**src/rtl/mem_port_sched.sv**
```systemverilog
`default_nettype none
// ============================================================================
// Module   : mem_port_sched
// Purpose  : Two-port round-robin read scheduler for four requesters, write
//            pass-through and an optional memory clear engine, built only
//            when MEM_PORT_SCHED_CLEAR_EN is defined.
// Revision : 1.0 - initial release
// ============================================================================
module mem_port_sched #(
  parameter int AW   = 16,
  parameter int DW   = 32,
  parameter int NREQ = 4
) (
  input  logic                 clk,
  input  logic                 rst_n,
  input  logic [NREQ-1:0]      rq_valid,
  input  logic [NREQ*AW-1:0]   rq_addr,
  output logic [NREQ-1:0]      rq_ready,
  output logic [NREQ-1:0]      rsp_valid,
  output logic [NREQ*DW-1:0]   rsp_data,
  input  logic                 wr_valid,
  input  logic [AW-1:0]        wr_addr,
  input  logic [DW-1:0]        wr_data,
  output logic                 wr_ready,
  input  logic                 clr_start,
  input  logic [DW-1:0]        clr_value,
  output logic                 clr_busy,
  output logic                 clr_done,
  output logic [AW-1:0]        mem_read0,
  output logic [AW-1:0]        mem_read1,
  input  logic [DW-1:0]        mem_out0,
  input  logic [DW-1:0]        mem_out1,
  output logic                 mem_writing,
  output logic [AW-1:0]        mem_waddr,
  output logic [DW-1:0]        mem_wdata
);

  localparam int c_LW = $clog2(NREQ);

  logic [c_LW-1:0]   r_rr_ptr;
  logic [c_LW-1:0]   w_rot_idx [NREQ];
  logic              w_g0_hit;
  logic              w_g1_hit;
  logic [c_LW-1:0]   w_g0_idx;
  logic [c_LW-1:0]   w_g1_idx;
  logic              w_g0;
  logic              w_g1;

  logic              r_s1_v0;
  logic              r_s1_v1;
  logic [c_LW-1:0]   r_s1_l0;
  logic [c_LW-1:0]   r_s1_l1;
  logic [NREQ-1:0]   w_rsp_valid_nxt;
  logic [NREQ*DW-1:0] w_rsp_data_nxt;

  logic              w_clearing;
  logic              w_clr_done;
  logic [AW-1:0]     w_clr_addr;
  logic [DW-1:0]     w_clr_data;

  // Scan order starts at the round-robin pointer and wraps modulo NREQ.
  for (genvar gi = 0; gi < NREQ; gi++) begin : g_rot
    assign w_rot_idx[gi] = r_rr_ptr + c_LW'(gi);
  end

  always_comb begin
    w_g0_hit = 1'b0;
    w_g1_hit = 1'b0;
    w_g0_idx = '0;
    w_g1_idx = '0;
    for (int k = 0; k < NREQ; k++) begin
      if (rq_valid[w_rot_idx[k]]) begin
        if (!w_g0_hit) begin
          w_g0_hit = 1'b1;
          w_g0_idx = w_rot_idx[k];
        end else if (!w_g1_hit) begin
          w_g1_hit = 1'b1;
          w_g1_idx = w_rot_idx[k];
        end
      end
    end
  end

  assign w_g0 = w_g0_hit & rst_n;
  assign w_g1 = w_g1_hit & rst_n;

  always_comb begin
    rq_ready = '0;
    if (w_g0) rq_ready[w_g0_idx] = 1'b1;
    if (w_g1) rq_ready[w_g1_idx] = 1'b1;
  end

  assign mem_read0 = w_g0 ? rq_addr[int'(w_g0_idx)*AW +: AW] : '0;
  assign mem_read1 = w_g1 ? rq_addr[int'(w_g1_idx)*AW +: AW] : '0;

  // The pointer moves past the last lane served, so port 1's lane wins when both fire.
  always_ff @(posedge clk or negedge rst_n) begin
    if (!rst_n) begin
      r_rr_ptr <= '0;
    end else if (w_g1) begin
      r_rr_ptr <= w_g1_idx + c_LW'(1);
    end else if (w_g0) begin
      r_rr_ptr <= w_g0_idx + c_LW'(1);
    end
  end

  always_ff @(posedge clk or negedge rst_n) begin
    if (!rst_n) begin
      r_s1_v0 <= 1'b0;
      r_s1_v1 <= 1'b0;
      r_s1_l0 <= '0;
      r_s1_l1 <= '0;
    end else begin
      r_s1_v0 <= w_g0;
      r_s1_v1 <= w_g1;
      r_s1_l0 <= w_g0_idx;
      r_s1_l1 <= w_g1_idx;
    end
  end

  // Memory data is valid the cycle after the grant; lanes not returning hold.
  always_comb begin
    w_rsp_valid_nxt = '0;
    w_rsp_data_nxt  = rsp_data;
    if (r_s1_v0) begin
      w_rsp_valid_nxt[r_s1_l0]               = 1'b1;
      w_rsp_data_nxt[int'(r_s1_l0)*DW +: DW] = mem_out0;
    end
    if (r_s1_v1) begin
      w_rsp_valid_nxt[r_s1_l1]               = 1'b1;
      w_rsp_data_nxt[int'(r_s1_l1)*DW +: DW] = mem_out1;
    end
  end

  always_ff @(posedge clk or negedge rst_n) begin
    if (!rst_n) begin
      rsp_valid <= '0;
      rsp_data  <= '0;
    end else begin
      rsp_valid <= w_rsp_valid_nxt;
      rsp_data  <= w_rsp_data_nxt;
    end
  end

`ifdef MEM_PORT_SCHED_CLEAR_EN
  localparam logic [1:0] c_ST_IDLE  = 2'd0;
  localparam logic [1:0] c_ST_CLEAR = 2'd1;
  localparam logic [1:0] c_ST_DONE  = 2'd2;

  logic [1:0]    r_state;
  logic [AW-1:0] r_clr_cnt;
  logic [DW-1:0] r_clr_val;

  always_ff @(posedge clk or negedge rst_n) begin
    if (!rst_n) begin
      r_state   <= c_ST_IDLE;
      r_clr_cnt <= '0;
      r_clr_val <= '0;
    end else begin
      case (r_state)
        c_ST_IDLE: begin
          if (clr_start) begin
            r_state   <= c_ST_CLEAR;
            r_clr_cnt <= '0;
            r_clr_val <= clr_value;
          end
        end
        c_ST_CLEAR: begin
          // Counter parks at the last address instead of wrapping.
          if (r_clr_cnt == '1) begin
            r_state <= c_ST_DONE;
          end else begin
            r_clr_cnt <= r_clr_cnt + AW'(1);
          end
        end
        c_ST_DONE: r_state <= c_ST_IDLE;
        default:   r_state <= c_ST_IDLE;
      endcase
    end
  end

  assign w_clearing = (r_state == c_ST_CLEAR);
  assign w_clr_done = (r_state == c_ST_DONE);
  assign w_clr_addr = r_clr_cnt;
  assign w_clr_data = r_clr_val;
`else
  logic w_unused_clr;

  assign w_unused_clr = ^{clr_start, clr_value};
  assign w_clearing   = 1'b0;
  assign w_clr_done   = 1'b0;
  assign w_clr_addr   = '0;
  assign w_clr_data   = '0;
`endif

  assign clr_busy    = w_clearing;
  assign clr_done    = w_clr_done;
  assign wr_ready    = rst_n & ~w_clearing;
  assign mem_writing = rst_n & (w_clearing | wr_valid);

  always_comb begin
    mem_waddr = '0;
    mem_wdata = '0;
    if (rst_n) begin
      if (w_clearing) begin
        mem_waddr = w_clr_addr;
        mem_wdata = w_clr_data;
      end else begin
        mem_waddr = wr_addr;
        mem_wdata = wr_data;
      end
    end
  end

endmodule
`default_nettype wire

```
**config.mk**
```make
export PLATFORM = sky130hd
export DESIGN_NAME = mem_port_sched
export DESIGN_NICKNAME = d
export VERILOG_FILES = /design/src/rtl/mem_port_sched.sv
export SDC_FILE = /design/constraint.sdc
export NUM_CORES = 1
export LEC_CHECK = 0
export ABC_AREA = 1
export CAP_MARGIN = 5
export CORE_AREA = 8 8 164 166
export CTS_BUF_LIST = sky130_fd_sc_hd__clkbuf_16
export DETAILED_ROUTE_END_ITERATION = 16
export DIE_AREA = 0 0 172 174
export DONT_BUFFER_PORTS = 1
export PLACE_DENSITY = 0.5
export SETUP_SLACK_MARGIN = 0.15
export SYNTH_ARGS = -nofsm -noshare
export SYNTH_HDL_FRONTEND = slang
export SYNTH_SLANG_ARGS = --single-unit
```
**constraint.sdc**
```tcl
create_clock -name clk -period 3.2 [get_ports clk]
set_clock_uncertainty 0.1 [all_clocks]
set_input_delay 0.64 -clock clk [delete_from_list [all_inputs] [get_ports clk]]
set_output_delay 0.64 -clock clk [all_outputs]
set_load 0.02 [all_outputs]
```
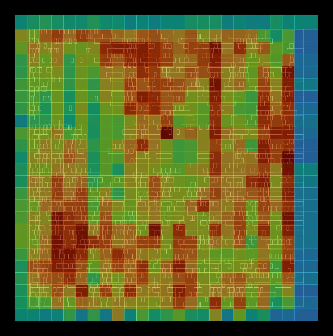
Fig. 1. Track usage over the die (run 1).
busiest grt layer: met2
GRT met2 Usage: 45.04%
met3 usage: 7.418%

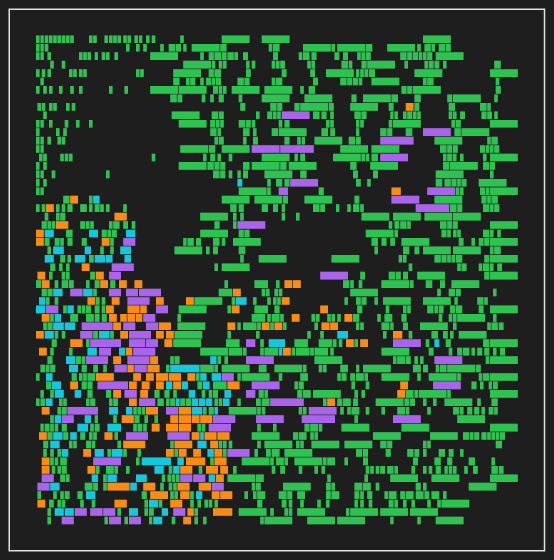
Fig. 2. Cell sizes after repair (run 1).
colour	size	cells	share	most used
cyan	drive 2	86	6.2%	nand2_2
purple	drive 6 and up	75	5.4%	buf_6
orange	drive 3 to 4	124	8.9%	buf_4
green	drive 1 or less	1112	80%	nand2_1

==> flow_metrics.py, run 1 <==
# Metrics from the implementation run
metrics = {
    "synth": {
        "ys_chip_area_sq_mm": 0.009070,
        "common_cells": "nand2_1 (329), inv_1 (167), dfrtp_1 (140)",
        "top_logic_kind": "simple AND/OR/NAND/NOR gates",
        "synth-adder-area-share_pct": 2.069,
        "ys_types": 33,
        "xor_area_share_pct": 0,
        "yosys-stat-cells": 1329,
        "area_leaders": "dfrtp_1 (39%), nand2_1 (14%), inv_1 (6.9%), o22ai_1 (6.9%), a21oi_1 (6.5%)",
        "yosysSeqAreaShare_pct": 38.63,
        "synth_area_sq_mm": 0.009070,
        "synth_top_cell_by_area": "dfrtp_1",
        "top_cell_area_share_pct": 38.63,
        "synth_cells": 1329,
        "yosys.cell_count.top_type": "nand2_1",
        "mux_area_share_pct": 0,
    },
    "grt": {
        "first_global_vias": 9705,
        "overflow": 0,
        "grt_antenna_before_repair": 0,
        "grt_max_degree": 194,
    },
    "worst_setup_path": {
        "crit_path_start_kind": "flop",
        "cp.buffers_inverters": 7,
        "crit_path_end_kind": "output port",
        "cp_num_cells": 20,
        "timing.setup.critical_path_class": "reg2out",
        "crit_chain": "clkinv_4 > nand2_4 > nand3_4 > nand2_4 > buf_12 > inv_2 > nand2_2 > nand2_1 > nor2_2 > nor2_1 > nand2_1 > nand2_2 > buf_8 > buf_6 > nand2_2 > nand3_2 > nand2_1 > a21oi_1 > buf_4 > buf_6",
        "cp_slowest_stage_delay_ns": 0.46,
        "cpMaxStageDelayCell": "dfrtp_2",
    },
    "final_timing": {
        "hold_viol": 140,
        "hold_slack_ns": -0.1895,
        "finalSetupViolCount": 36,
        "max_freq_mhz": 283.9,
        "finalCritPeriodShare_pct": 110.1,
        "finalWorstSetupSlack_ns": -0.3227,
        "rsz0062_at_grt": "yes",
    },
    "detailed_routing": {
        "top_layer_used": "met4",
        "vias": 9694,
        "drt_iter0_drc": 739,
        "ant_nets": 0,
        "drtPass1Iterations": 6,
        "routedWlPerCell_um": 24.10,
        "drt-vias-per-instance": 5.613,
    },
    "status": {
        "outcome": "finished, violations left",
        "violations": "negative hold slack, negative setup slack",
    },
    "layout": {
        "clock_cell_area_share_pct": 5.597,
        "buffers": 126,
        "layout-drive-gt1-share_pct": 20.40,
        "comb.multi_input.count": 916,
    },
    "die": {
        "fp.dieW_um": 172,
        "core_area_sq_mm": 0.02453,
        "die-area_sq_mm": 0.02993,
        "tap_cells": 330,
        "ios": 436,
    },
    "pwr": {
        "total_power_mw": 18.42,
        "combPwrFrac_pct": 66.3,
        "p_sw_share_pct": 51.43,
        "seqPwrFrac_pct": 21.7,
    },
    "job": {
        "cap_violations": 0,
    },
    "placed_design": {
        "hpwl_um": 29000,
        "place_ws_ns": -0.06736,
        "post_dp_cell_area_sq_mm": 0.009861,
        "port_buffers": 0,
    },
    "hold_path": {
        "hp-class": "in2async",
    },
    "clock_tree": {
        "ctsHtreeMaxLevel": 4,
    },
}
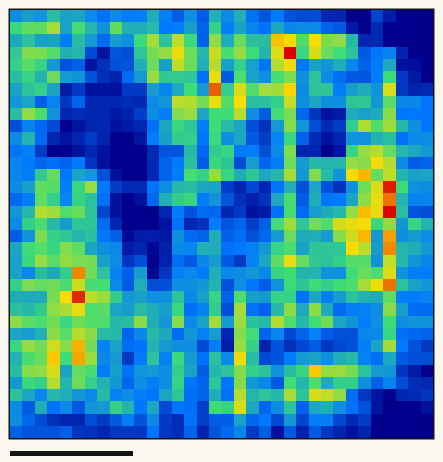
Fig. 3. Signal metal coverage by tile (run 1).
Scale bar: 50 um. 34 x 35 tiles, from dark blue (low) to red (high), scaled to the fullest tile. Values are wire area over tile area, all layers added.
mean over tiles	0.23
fullest tile	0.70
nearly empty tiles	4.8%

[run 1: sequential cells by signal, indices dropped and copies added (netlist names)]
name / flops
rsp_valid: 4
r_s1_l1: 2
r_s1_v0: 1
rsp_data: 128
r_s1_v1: 1
r_rr_ptr: 2
r_s1_l0: 2
[run 1: layout by cell type (no fill, tap or decap), types with 30 or more instances in the layout]
cell,netlist,layout
a21oi_1,117,104
a22oi_1,30,30
buf_4,8,80
buf_6,2,31
dfrtp_1,140,138
inv_1,167,166
nand2_1,329,287
nand2_2,5,31
nand3_1,69,57
nor2_1,110,105
nor3_1,33,32
o21ai_0,66,37
o22ai_1,100,97
[run 1: repair_timing]
item	CTS	global route
buffers inserted	19	10
endpoints found under the setup margin	36	36
pin swaps	30	31
resized	108	94
endpoints found under the hold margin	140	140
cloned	4	1
--- run 2 (diff from run 1) ---
--- a/config.mk
+++ b/config.mk
@@ -6,7 +6,6 @@
 export NUM_CORES = 1
 export LEC_CHECK = 0
 export ABC_AREA = 1
-export CAP_MARGIN = 5
 export CORE_AREA = 8 8 164 166
 export CTS_BUF_LIST = sky130_fd_sc_hd__clkbuf_16
 export DETAILED_ROUTE_END_ITERATION = 16
==> flow_metrics.py, run 2 <==
# Metrics from the implementation run
metrics = {
    "job": {
        "cap_violations": 0,
        "tool_warnings": 77,
    },
    "die": {
        "ios": 436,
        "die-area_sq_mm": 0.02993,
        "tap_cells": 330,
        "fp.dieW_um": 172,
        "core_area_sq_mm": 0.02453,
    },
    "synth": {
        "synth_area_sq_mm": 0.009070,
        "mux_area_share_pct": 0,
        "yosysSeqAreaShare_pct": 38.63,
        "top_logic_kind": "simple AND/OR/NAND/NOR gates",
        "simple_gate_share_pct": 27.22,
        "synth_top_cell_by_area": "dfrtp_1",
        "xor_area_share_pct": 0,
        "synth-adder-area-share_pct": 2.069,
        "synth_cells": 1329,
        "ys_types": 33,
        "area_leaders": "dfrtp_1 (39%), nand2_1 (14%), inv_1 (6.9%), o22ai_1 (6.9%), a21oi_1 (6.5%)",
        "yosys.cell_count.top_type": "nand2_1",
        "ys_chip_area_sq_mm": 0.009070,
        "common_cells": "nand2_1 (329), inv_1 (167), dfrtp_1 (140)",
        "yosys-stat-cells": 1329,
        "top_cell_area_share_pct": 38.63,
    },
    "grt": {
        "overflow": 0,
        "met2_usage_pct": 45.04,
        "busiest_layer": "met2",
        "grt_max_degree": 194,
        "use_met3_pct": 7.418,
        "grt_antenna_before_repair": 0,
        "first_global_vias": 9705,
    },
    "layout": {
        "layout-area-overhead-vs-synth_pct": 26.93,
        "sh_comb_area_pct": 43.15,
        "clock_cell_area_share_pct": 5.597,
        "top_regs": "rsp_data: 128 flops, rsp_valid: 4 flops",
        "layout_top_cell": "nand2_1",
        "layout-drive-gt1-share_pct": 20.40,
        "seqCellArea_sq_mm": 0.003506,
        "logic_area_sq_mm": 0.004967,
        "regMostFlops": "rsp_data",
        "comb.multi_input.count": 916,
        "buffers": 126,
        "lay_top_cells": "nand2_1 (287), inv_1 (166), dfrtp_1 (138), nor2_1 (105), a21oi_1 (104)",
        "largest_register_ffs": 128,
        "fillers": 2504,
    },
    "detailed_routing": {
        "drt-vias-per-instance": 5.613,
        "vias": 9694,
        "top_layer_used": "met4",
        "ant_nets": 0,
        "drtPass1Iterations": 6,
        "routedWlPerCell_um": 24.10,
        "drt_iter0_drc": 739,
    },
    "worst_setup_path": {
        "timing.setup.critical_path_class": "reg2out",
        "critPathMaxFanout": 8,
        "cp.buffers_inverters": 7,
        "cp_slowest_stage_delay_ns": 0.46,
        "cpMaxStageDelayCell": "dfrtp_2",
        "crit_path_start_kind": "flop",
        "crit_path_end_kind": "output port",
        "crit_chain": "clkinv_4 > nand2_4 > nand3_4 > nand2_4 > buf_12 > inv_2 > nand2_2 > nand2_1 > nor2_2 > nor2_1 > nand2_1 > nand2_2 > buf_8 > buf_6 > nand2_2 > nand3_2 > nand2_1 > a21oi_1 > buf_4 > buf_6",
    },
    "pwr": {
        "seqPwrFrac_pct": 21.7,
        "seq_cell_power_mw": 4.00,
        "combPwrFrac_pct": 66.3,
        "p_sw_share_pct": 51.43,
        "total_power_mw": 18.42,
    },
    "final_timing": {
        "hold_viol": 140,
        "fin_crit_ns": 3.523,
        "rsz0062_at_grt": "yes",
        "finalCritPeriodShare_pct": 110.1,
        "max_freq_mhz": 283.9,
        "finalSetupViolCount": 36,
        "worstMarginPinSlew_ns": 0.9624,
        "finalWorstSetupSlack_ns": -0.3227,
        "hold_slack_ns": -0.1895,
    },
    "placed_design": {
        "place_ws_ns": -0.06736,
        "port_buffers": 0,
        "hpwl_um": 29000,
        "post_dp_cell_area_sq_mm": 0.009861,
    },
    "clock_tree": {
        "cts_tree": "built",
        "ctsHtreeMaxLevel": 4,
        "cts_root_buf": "clkbuf_16",
        "clockBufferDepth": 2,
    },
    "status": {
        "violations": "negative hold slack, negative setup slack",
        "outcome": "finished, violations left",
    },
    "hold_path": {
        "hp-class": "in2async",
    },
}
run 2: path summary, 6_finish.rpt:
check                              from      endpoint  slack (ns)  depth (start not counted)
setup reg to reg             r_s1_l1[0]  rsp_data[20]        0.54                          5
setup / recovery            r_rr_ptr[0]  mem_read1[6]       -0.32                         20
hold reg to reg                 r_s1_v0  rsp_valid[0]        0.51                          2
min in group clk           mem_out1[18]  rsp_data[18]        0.26                          2
max in group asynchronous         rst_n  rsp_data[89]        2.89                          0
hold / removal                    rst_n   rsp_data[4]       -0.19                          0
run 2: timing repair:
item                       CTS  global route
pin swaps                   30            31
setup endpoints to repair   36            36
hold endpoints to repair   140           140
cloned                       4             1
gates resized              108            94
setup buffers               19            10
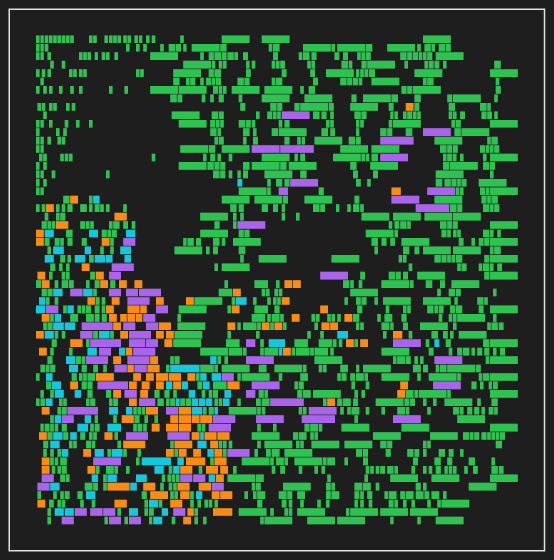
Fig. 4. Cell sizes after repair (run 2).
colour	size	cells	share	most used
orange	drive 3 to 4	124	8.9%	buf_4
green	drive 1 or less	1112	80%	nand2_1
purple	drive 6 and up	75	5.4%	buf_6
cyan	drive 2	86	6.2%	nand2_2

Power and IR drop assume default switching activity.
